==> images/met3.png <==
Drawn at 4 px/um.
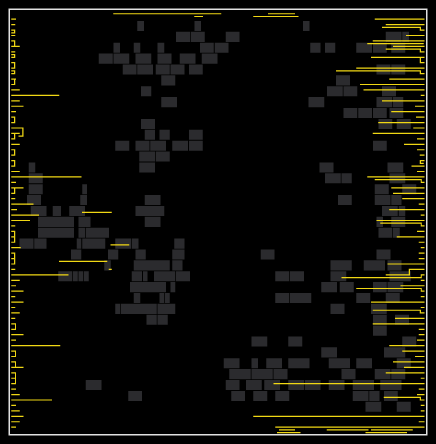
==> images/clock_map.png <==
Drawn at 4 px/um.
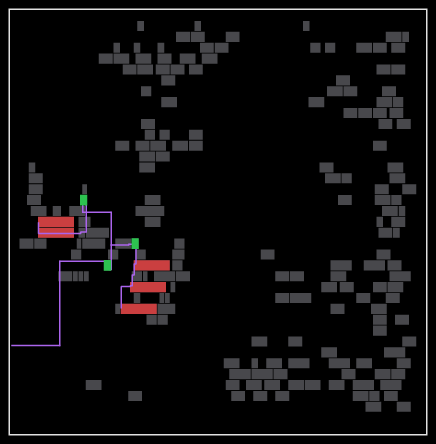
==> images/port_nets.png <==
Drawn at 4 px/um.
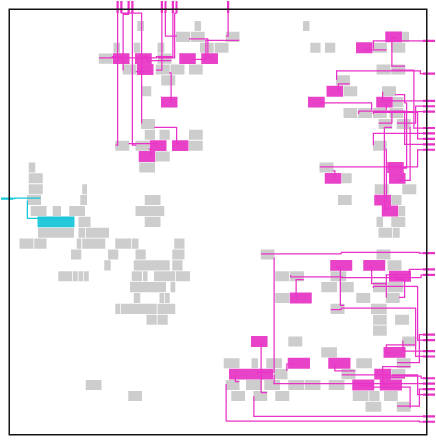
## src/rtl/mem_port_arbiter.sv

```systemverilog
// ============================================================================
// Module      : mem_port_arbiter
// Description : Single-port memory arbiter between fetch (I) and load/store (D)
//               with D priority and a starvation counter guaranteeing I progress.
// Revision    : 1.0 - initial release
// ============================================================================
`default_nettype none

module mem_port_arbiter #(
    parameter int ADDR_W       = 32,
    parameter int DATA_W       = 32,
    parameter int STARVE_LIMIT = 4
) (
    input  logic              clk,
    input  logic              rst,
    input  logic              i_req,
    input  logic [ADDR_W-1:0] i_addr,
    output logic              i_ready,
    output logic              i_rvalid,
    output logic [DATA_W-1:0] i_rdata,
    input  logic              d_req,
    input  logic              d_we,
    input  logic [ADDR_W-1:0] d_addr,
    input  logic [DATA_W-1:0] d_wdata,
    output logic              d_ready,
    output logic              d_rvalid,
    output logic [DATA_W-1:0] d_rdata,
    output logic              mem_en,
    output logic              mem_we,
    output logic [ADDR_W-1:0] mem_addr,
    output logic [DATA_W-1:0] mem_wdata,
    input  logic [DATA_W-1:0] mem_rdata
);

    localparam int                 c_CNT_W = $clog2(STARVE_LIMIT + 1);
    localparam logic [c_CNT_W-1:0] c_LIMIT = c_CNT_W'(STARVE_LIMIT);

    logic [c_CNT_W-1:0] r_starve_cnt;
    logic               r_resp_i;
    logic               r_resp_d;
    logic               w_grant_i;
    logic               w_grant_d;

    // D wins every conflict unless I has been denied STARVE_LIMIT times in a row.
    assign w_grant_i = i_req & (~d_req | (r_starve_cnt == c_LIMIT));
    assign w_grant_d = d_req & ~w_grant_i;

    assign i_ready   = w_grant_i;
    assign d_ready   = w_grant_d;
    assign mem_en    = (w_grant_i | w_grant_d) & ~rst;
    assign mem_we    = w_grant_d & d_we;
    assign mem_addr  = w_grant_i ? i_addr : d_addr;
    assign mem_wdata = d_wdata;

    always_ff @(posedge clk or posedge rst) begin
        if (rst) begin
            r_starve_cnt <= '0;
        end else if (i_req & ~w_grant_i) begin
            if (r_starve_cnt != c_LIMIT) begin
                r_starve_cnt <= r_starve_cnt + c_CNT_W'(1);
            end
        end else begin
            r_starve_cnt <= '0;
        end
    end

    // Writes complete at the accepting edge, so only reads arm a response.
    always_ff @(posedge clk or posedge rst) begin
        if (rst) begin
            r_resp_i <= 1'b0;
            r_resp_d <= 1'b0;
        end else begin
            r_resp_i <= w_grant_i;
            r_resp_d <= w_grant_d & ~d_we;
        end
    end

    assign i_rvalid = r_resp_i;
    assign i_rdata  = mem_rdata;
    assign d_rvalid = r_resp_d;
    assign d_rdata  = mem_rdata;

endmodule

`default_nettype wire

```

## config.mk

```make
export PLATFORM = sky130hd
export DESIGN_NAME = mem_port_arbiter
export DESIGN_NICKNAME = d
export VERILOG_FILES = /design/src/rtl/mem_port_arbiter.sv
export SDC_FILE = /design/constraint.sdc
export NUM_CORES = 1
export LEC_CHECK = 0
export ABC_AREA = 0
export CAP_MARGIN = 20
export CORE_AREA = 2 2 102 104
export CTS_BUF_LIST = sky130_fd_sc_hd__clkbuf_2
export DETAILED_ROUTE_END_ITERATION = 10
export DIE_AREA = 0 0 104 106
export MAX_ROUTING_LAYER = met4
export PLACE_DENSITY_LB_ADDON = 0.05
export SYNTH_ARGS = -nofsm -noshare
export SYNTH_HDL_FRONTEND = slang
export SYNTH_SLANG_ARGS = --single-unit
```

## constraint.sdc

```tcl
create_clock -name clk -period 1.86 [get_ports clk]
set_clock_uncertainty 0.15 [all_clocks]
set_input_delay 0.186 -clock clk [delete_from_list [all_inputs] [get_ports clk]]
set_output_delay 0.186 -clock clk [all_outputs]
set_load 0.02 [all_outputs]
```

==> run_results.csv <==
group,metric,value,unit
placement,place.detailed.instances,306,
critical_path,startpoint,"r_starve_cnt[0]",
logic_synthesis,yosys.stat.seqShare,9.15,%
logic_synthesis,compound_area_share,1.56,%
global_routing,largest_net_degree_at_the_start_of_global_routing,21,
job,maxCapViolCount,0,
placement,placed_cell_area,1920,sq um
critical_path,cp_num_buf_inv,3,
final_layout,stdcell_count,319,
clock_network,clock_path_buffers,2,
logic_synthesis,top_cell_area_share,52.7,%
global_routing,grt_pass1_wl,7.85,mm
logic_synthesis,adder_share,1.83,%
final_layout,final_core_util,20.2,%
floorplanning,chipArea,11000,sq um
logic_synthesis,ys_types,17,
critical_path,endpoint,"mem_addr[14]",
critical_path,worst_path_dominant_cell_family,"buffers and inverters",
power_and_ir_drop,totalPowerFinal,697,uW
clock_network,ctsResizeCount,188,
critical_path,type_of_element_launching_the_critical_path,"flip-flop",
final_layout,max_flop_register,"r_starve_cnt",
final_timing,worst-slew-pin-transition,0.264,ns
logic_synthesis,async_reset_ff_share,100,%
final_timing,maxClockFrequency,456,MHz
global_routing,number_of_global_route_vias_before_repair,1172,
logic_synthesis,yosys_cells,156,
outcome,run_status,"finished with violations",
logic_synthesis,enable_flop_cells,0,
critical_path,critical_path_depth,7,
final_timing,finalWorstSetupSlack,-0.331,ns
final_layout,area_overhead_vs_synth,47.6,%
final_timing,holdWs,0.101,ns
critical_path,cells_along_the_critical_path,"inv_1 -> ha_2 -> and2_4 -> o21ai_4 -> buf_12 -> mux2_2 -> buf_2",
drt,ant_nets,0,
power_and_ir_drop,p_leak,0.887,nW
logic_synthesis,and_or_nand_nor_cells_area_fraction,3.84,%
logic_synthesis,xor_xnor_share_of_the_synthesized_area,0,%
floorplanning,dieHeight,106,um
logic_synthesis,synthTopCellsByCount,"96 x sky130_fd_sc_hd__buf_4, 30 x sky130_fd_sc_hd__mux2_2, 5 x sky130_fd_sc_hd__dfrtp_1, 5 x sky130_fd_sc_hd__inv_1, 4 x sky130_fd_sc_hd__nor2_1",
logic_synthesis,synthDominantAreaCellType,"sky130_fd_sc_hd__buf_4",
critical_path,crit_path_end_kind,"output port",
logic_synthesis,syn_area,1370,sq um
critical_path,data_required_time_at_the_worst_endpoint,1.52,ns
global_routing,gr-usage-all-layers,9.51,%
outcome,failed_checks,"setup timing",
clock_network,clkTransAtPathRegs,0.06,ns
final_timing,setup_viol,34,
logic_synthesis,flip_flop_and_latch_count_after_synthesis,5,
drt,vias_per_cell,3.35,
clock_network,clockRootBuffer,"sky130_fd_sc_hd__clkbuf_2",
critical_path,criticalPathCategory,"reg -> out",
final_timing,setup_tns_final,-9.81,ns
logic_synthesis,synthCells,156,
clock_network,cts_hold_buffers,0,
placement,post-dp-hpwl,4.54,mm
critical_path,slowest_delay,0.35,ns
clock_network,clock-sinks,5,
drt,drt_first_pass_iters,4,
## Picture notes: met3.png
The wires run mostly horizontal. 117 nets have wire on it. The longest straight run is 42.6 um. The layer holds 17% of the routed length. The layer carries 924 um of wire.
final WL: 5.44 mm
Global Route met3 Usage: 5.95%
vias after detailed routing: 1069

## Picture notes: clock_map.png
Red is flip-flops, count 5. Green is cells driving clock nets, count 3. Purple is clock wires, length 119 um.
There are 4 routed clock nets.
portion of total power attributed to the clock network: 14.6%
clk pwr: 102 uW
later-pin clock latency in the skew report: 0.21 ns

## Picture notes: port_nets.png
Magenta is `i_addr`, bits 32, direction input, edge 23 east, 9 north, end cells 32, buffers 32, wire 1080 um. Cyan is `d_rvalid`, bits 1, direction output, edge west, end cells 1, buffers 1, wire 23.2 um.
IO Count: 267
total of buffers placed on input and output ports: 106

routing by layer:
layer	up-vias	GRT usage, %	routed length, um
met5	-	-	0
met4	0	4.63	216
met3	40	5.95	924
met2	122	15.1	2490
met1	451	9.13	1810
li1	456	-	-
cell families (layout without fill, tap and decap cells):
kind of cell,after synthesis,after routing
adder cells (fa/ha/maj),2,2
AND-OR/OR-AND,2,2
AND/OR/NAND/NOR,10,10
buffers and inverters,104,131
flip-flops,5,5
multiplexers,33,33
how the worst min path moves through the flow:
stage                           start  cells past startpoint  slack [ns]             to
after floorplan                   rst                      1       -0.19       d_rvalid
after detailed placement  d_wdata[27]                      0        0.22  mem_wdata[27]
after global placement    d_wdata[27]                      0        0.22  mem_wdata[27]
after global routing              rst                      2        0.12       i_rvalid
final                             rst                      2        0.10       i_rvalid
after CTS                         rst                      2        0.12       i_rvalid
cell type report:
type	instances	area, sq um
fill	1134	7980
multi-input combinational	47	527
inverter	5	18.8
timing repair buffer	122	1160
tap	136	170
clock buffer	4	20.0
sequential	5	125
placed cells by master (no fill, tap or decap), types with 2 or more instances in the layout:
master,n
sky130_fd_sc_hd__clkdlybuf4s50_1,70
sky130_fd_sc_hd__buf_6,22
sky130_fd_sc_hd__mux2_2,21
sky130_fd_sc_hd__buf_4,16
sky130_fd_sc_hd__buf_2,12
sky130_fd_sc_hd__mux2_4,11
sky130_fd_sc_hd__inv_1,5
sky130_fd_sc_hd__dfrtp_1,5
sky130_fd_sc_hd__nor2_1,4
sky130_fd_sc_hd__clkbuf_2,4
sky130_fd_sc_hd__and2_4,2
report_power, final:
| part | switching (mW) | internal, mW | total, mW |
|---|---|---|---|
| clock | 0.0448 | 0.0569 | 0.102 |
| sequential | 0.00186 | 0.113 | 0.115 |
| combinational | 0.185 | 0.295 | 0.480 |
| total | 0.232 | 0.465 | 0.697 |
Power and IR drop assume default switching activity.
